==> images/zoom.png <==
Window x 41 to 91, y 69 to 119 um. Cells in gray, sequential cells in the stronger gray; small squares are vias.
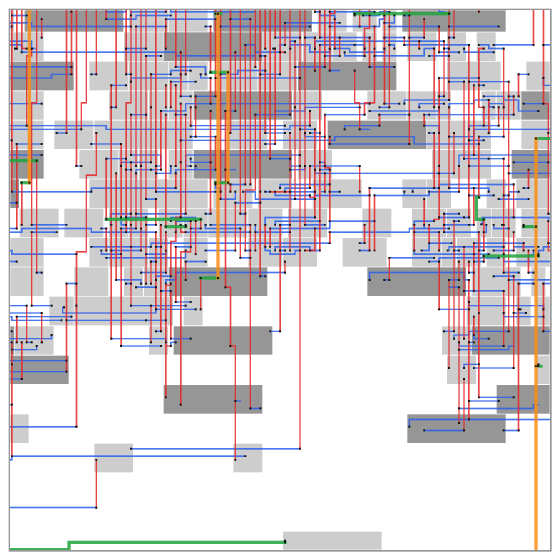
==> images/pdn.png <==
Scale: 4 px per um. Pins as bars on the die edge.
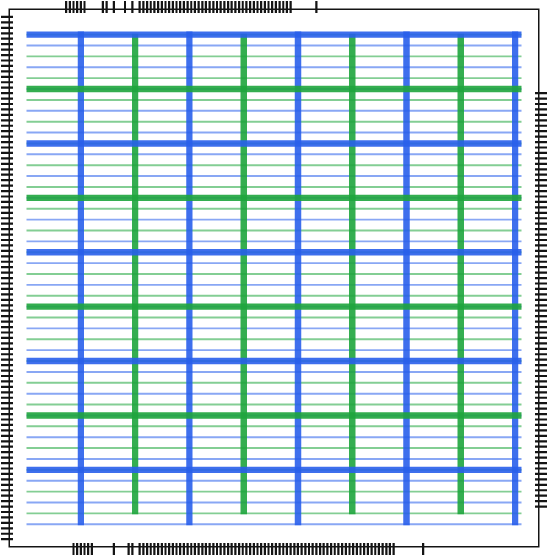
==> images/final_placement.png <==
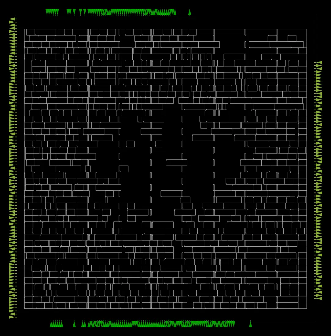
==> images/drive_strength.png <==
Scale: 2 px per um.
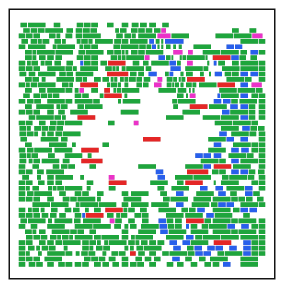
==> images/wire_density.png <==
Scale: 3 px per um. The die is cut into 26 by 27 equal tiles; dark purple is low, yellow is high, scaled to the fullest tile. Values are wire area over tile area, all layers added.
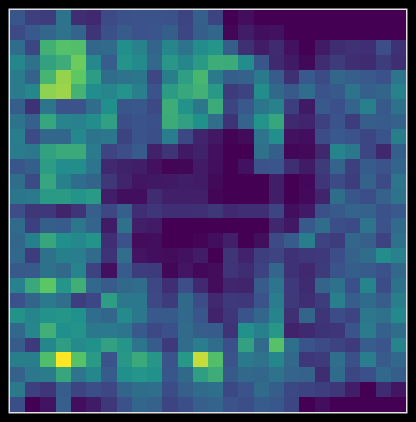
--- src/rtl/data_bus_arbiter_if.sv ---
// One master channel of the data bus arbiter.
// Request fields flow master->arbiter, grant/completion flow back.
interface data_bus_arbiter_if #(
    parameter int ADDR_WIDTH = 32,
    parameter int DATA_WIDTH = 32
);
    logic                  req;
    logic                  rw;
    logic [1:0]            len;
    logic [ADDR_WIDTH-1:0] addr;
    logic [DATA_WIDTH-1:0] wdata;
    logic                  gnt;
    logic                  ack;
    logic [DATA_WIDTH-1:0] rdata;
    logic                  err;

    modport master (
        output req, rw, len, addr, wdata,
        input  gnt, ack, rdata, err
    );

    modport slave (
        input  req, rw, len, addr, wdata,
        output gnt, ack, rdata, err
    );
endinterface

--- src/rtl/data_bus_arbiter.sv ---
// Two-master round-robin arbiter serialising transactions
// onto the single data_bus port with a fixed access time.
module data_bus_arbiter #(
    parameter int ADDR_WIDTH    = 32,
    parameter int DATA_WIDTH    = 32,
    parameter int ACCESS_CYCLES = 1
) (
    input  logic                  clk,
    input  logic                  rst,
    data_bus_arbiter_if.slave     m0,
    data_bus_arbiter_if.slave     m1,
    output logic                  bus_rw,
    output logic [1:0]            bus_len,
    output logic [ADDR_WIDTH-1:0] bus_addr,
    output logic [DATA_WIDTH-1:0] bus_write,
    input  logic [DATA_WIDTH-1:0] bus_read,
    input  logic                  bus_exception
);
    typedef enum logic [1:0] {
        IDLE,
        ACCESS,
        DONE
    } state_t;

    localparam logic [3:0] WAIT_LOAD = 4'(ACCESS_CYCLES - 1);

    state_t     state;
    logic [3:0] cnt;
    logic       last;
    logic       win;
    logic       pick;
    logic       any_req;

    assign any_req = m0.req | m1.req;
    // On a tie the master that did not win last time goes first.
    assign pick    = (m0.req & m1.req) ? ~last : m1.req;

    always_ff @(posedge clk or posedge rst) begin
        if (rst) begin
            state     <= IDLE;
            cnt       <= 4'd0;
            last      <= 1'b1;
            win       <= 1'b0;
            m0.gnt    <= 1'b0;
            m1.gnt    <= 1'b0;
            m0.ack    <= 1'b0;
            m1.ack    <= 1'b0;
            m0.rdata  <= '0;
            m1.rdata  <= '0;
            m0.err    <= 1'b0;
            m1.err    <= 1'b0;
            bus_rw    <= 1'b0;
            bus_len   <= 2'd0;
            bus_addr  <= '0;
            bus_write <= '0;
        end else begin
            unique case (state)
                IDLE: begin
                    if (any_req) begin
                        win       <= pick;
                        last      <= pick;
                        m0.gnt    <= ~pick;
                        m1.gnt    <= pick;
                        bus_rw    <= pick ? m1.rw    : m0.rw;
                        bus_len   <= pick ? m1.len   : m0.len;
                        bus_addr  <= pick ? m1.addr  : m0.addr;
                        bus_write <= pick ? m1.wdata : m0.wdata;
                        cnt       <= WAIT_LOAD;
                        state     <= ACCESS;
                    end
                end
                ACCESS: begin
                    if (cnt != 4'd0) begin
                        cnt <= cnt - 4'd1;
                    end else begin
                        if (win) begin
                            m1.rdata <= bus_read;
                            m1.err   <= bus_exception;
                            m1.ack   <= 1'b1;
                        end else begin
                            m0.rdata <= bus_read;
                            m0.err   <= bus_exception;
                            m0.ack   <= 1'b1;
                        end
                        m0.gnt    <= 1'b0;
                        m1.gnt    <= 1'b0;
                        bus_rw    <= 1'b0;
                        bus_len   <= 2'd0;
                        bus_addr  <= '0;
                        bus_write <= '0;
                        state     <= DONE;
                    end
                end
                DONE: begin
                    m0.ack <= 1'b0;
                    m1.ack <= 1'b0;
                    state  <= IDLE;
                end
                default: state <= IDLE;
            endcase
        end
    end
endmodule

--- src/flat_wrapper.sv ---
// flat-port wrapper written by rule: the top's interface ports become plain ports
module data_bus_arbiter_flat 
#(
    parameter int ADDR_WIDTH    = 32,
    parameter int DATA_WIDTH    = 32,
    parameter int ACCESS_CYCLES = 1
)
  (clk, rst, bus_rw, bus_len, bus_addr, bus_write, bus_read, bus_exception, m0_req, m0_rw, m0_len, m0_addr, m0_wdata, m0_gnt, m0_ack, m0_rdata, m0_err, m1_req, m1_rw, m1_len, m1_addr, m1_wdata, m1_gnt, m1_ack, m1_rdata, m1_err);
  data_bus_arbiter_if #(.ADDR_WIDTH(ADDR_WIDTH), .DATA_WIDTH(DATA_WIDTH)) m0_i ();
  data_bus_arbiter_if #(.ADDR_WIDTH(ADDR_WIDTH), .DATA_WIDTH(DATA_WIDTH)) m1_i ();
  input  logic clk;
  input  logic rst;
  output logic bus_rw;
  output logic [1:0] bus_len;
  output logic [ADDR_WIDTH-1:0] bus_addr;
  output logic [DATA_WIDTH-1:0] bus_write;
  input  logic [DATA_WIDTH-1:0] bus_read;
  input  logic bus_exception;
  input wire logic [$bits(m0_i.req)-1:0] m0_req;
  input wire logic [$bits(m0_i.rw)-1:0] m0_rw;
  input wire logic [$bits(m0_i.len)-1:0] m0_len;
  input wire logic [$bits(m0_i.addr)-1:0] m0_addr;
  input wire logic [$bits(m0_i.wdata)-1:0] m0_wdata;
  output wire logic [$bits(m0_i.gnt)-1:0] m0_gnt;
  output wire logic [$bits(m0_i.ack)-1:0] m0_ack;
  output wire logic [$bits(m0_i.rdata)-1:0] m0_rdata;
  output wire logic [$bits(m0_i.err)-1:0] m0_err;
  input wire logic [$bits(m1_i.req)-1:0] m1_req;
  input wire logic [$bits(m1_i.rw)-1:0] m1_rw;
  input wire logic [$bits(m1_i.len)-1:0] m1_len;
  input wire logic [$bits(m1_i.addr)-1:0] m1_addr;
  input wire logic [$bits(m1_i.wdata)-1:0] m1_wdata;
  output wire logic [$bits(m1_i.gnt)-1:0] m1_gnt;
  output wire logic [$bits(m1_i.ack)-1:0] m1_ack;
  output wire logic [$bits(m1_i.rdata)-1:0] m1_rdata;
  output wire logic [$bits(m1_i.err)-1:0] m1_err;
  assign m0_i.req = m0_req;
  assign m0_i.rw = m0_rw;
  assign m0_i.len = m0_len;
  assign m0_i.addr = m0_addr;
  assign m0_i.wdata = m0_wdata;
  assign m0_gnt = m0_i.gnt;
  assign m0_ack = m0_i.ack;
  assign m0_rdata = m0_i.rdata;
  assign m0_err = m0_i.err;
  assign m1_i.req = m1_req;
  assign m1_i.rw = m1_rw;
  assign m1_i.len = m1_len;
  assign m1_i.addr = m1_addr;
  assign m1_i.wdata = m1_wdata;
  assign m1_gnt = m1_i.gnt;
  assign m1_ack = m1_i.ack;
  assign m1_rdata = m1_i.rdata;
  assign m1_err = m1_i.err;
  data_bus_arbiter #(.ADDR_WIDTH(ADDR_WIDTH), .DATA_WIDTH(DATA_WIDTH), .ACCESS_CYCLES(ACCESS_CYCLES)) u_core (.clk(clk), .rst(rst), .m0(m0_i), .m1(m1_i), .bus_rw(bus_rw), .bus_len(bus_len), .bus_addr(bus_addr), .bus_write(bus_write), .bus_read(bus_read), .bus_exception(bus_exception));
endmodule
--- config.mk ---
export PLATFORM = sky130hd
export DESIGN_NAME = data_bus_arbiter_flat
export DESIGN_NICKNAME = d
export VERILOG_FILES = /design/src/rtl/data_bus_arbiter_if.sv /design/src/rtl/data_bus_arbiter.sv /design/src/flat_wrapper.sv
export SDC_FILE = /design/constraint.sdc
export NUM_CORES = 1
export LEC_CHECK = 0
export ABC_AREA = 0
export CORE_AREA = 4 4 128 130
export CTS_CLUSTER_SIZE = 20
export DETAILED_ROUTE_END_ITERATION = 10
export DIE_AREA = 0 0 132 134
export PLACE_DENSITY = 0.8
export REMOVE_ABC_BUFFERS = 1
export SYNTH_ARGS = -nofsm -noshare
export SYNTH_HDL_FRONTEND = slang
export SYNTH_SLANG_ARGS = --single-unit
--- constraint.sdc ---
create_clock -name clk -period 7.4 [get_ports clk]
set_input_delay 2.22 -clock clk [delete_from_list [all_inputs] [get_ports clk]]
set_output_delay 2.22 -clock clk [all_outputs]
set_load 0.02 [all_outputs]
==> ci_impl_report.md <==
### Flow metrics

| Metric | Value |
|---|---|
| Gate Count Post-Synth | 443 |
| Worst path arrival time | 4.32 ns |
| Status | finished, final reports clean |
| Number of non-clock inverters in the layout | 6 |
| Pre-antenna DRT Iters | 4 |
| Worst path slowest cell | buf_4 |
| Critical Path Sink | u_core.bus_write[0] |
| NetSw | 0.00164 W |
| Latency at later pin | 0.42 ns |
| Clk_skew | 0.0114 ns |
| Placed insts | 906 |
| Leakage | 4.31 nW |
| IO Count | 308 |
| Antenna cells | 1 |
| Post-synth EDFFs | 0 |
| Comb. pwr | 0.00219 W |
| Area fraction in mux cells | 12.8% |
| Yosys cell types | 37 |
| WHS Endpoint | u_core.m1.ack |
| Startpoint Class | input pin |
| MI comb cells | 255 |
| Top comb family, area | AND-OR/OR-AND gates |
| Synthesized flop and latch total | 145 |
| Placed inst area | 0.00922 mm^2 |
| # Cells Yosys | 443 |
| # setup viols final | 0 |
| Synthesized area per cell | 13.6 um^2 |
| Clock power share | 19.3% |
| Clk slew on worst S/H paths | 0.06 ns |
| Root Buffer | clkbuf_16 |
| Dpl ws | 3.03 ns |
| Top power group | combinational cells |
| Pwr/cell area | 454 mW/mm^2 |
| Metal-1 WL | 7760 um |
| Crit path from | m0_req |
| Nets | 909 |
| Sequential area share after synthesis | 60.3% |
| Combinational Area | 0.00221 mm^2 |
| Non-Filler Instances | 939 |
| Ys Warns | 0 |
| Xor/xnor share | 0% |
| Slew HR | 21.2% |
| FF/Latch Area | 0.00363 mm^2 |
-- zoom.png (at the start) --
layer	color
met3	green
met2	red
met4	orange
met1	blue
cells with their middle in the window	116
sequential cells in the window	17
most frequent	clkdlybuf4s50_1 (20), dfrtp_1 (16), nand3_1 (12)
netlist names of flops here include	`u_core.bus_addr` (6), `u_core.cnt` (3), `u_core.bus_write` (2)

-- pdn.png (at the start) --
net	color
VSS	blue
VDD	green
signal pins	308
rows	45
met4 straps	9
met5 straps	9
Core ar.: 0.0151 mm^2
die height: 134 um

-- final_placement.png (at the start) --
Filler cells: 1118
FP Rows: 45
tap cell count: 188
registers: 145

-- drive_strength.png (at the start) --
size	color	cells	share
drive 6 and up	red	22	2.9%
drive 1 or less	green	636	85%
drive 2	blue	77	10%
drive 3 to 4	magenta	15	2.0%
Area Growth Syn to Fin: 63.1%
Non-CTS buffers: 312
post-route cell area: 0.00981 mm^2
setup ws final: 3.42 ns

-- wire_density.png (at the start) --
mean over tiles	0.18
emptiest ninth of the die	center
fullest tile	0.64
wirelength, routed: 19100 um
total track usage: 21.5%

No activity file was given, so power comes from the tool's default toggle rates.
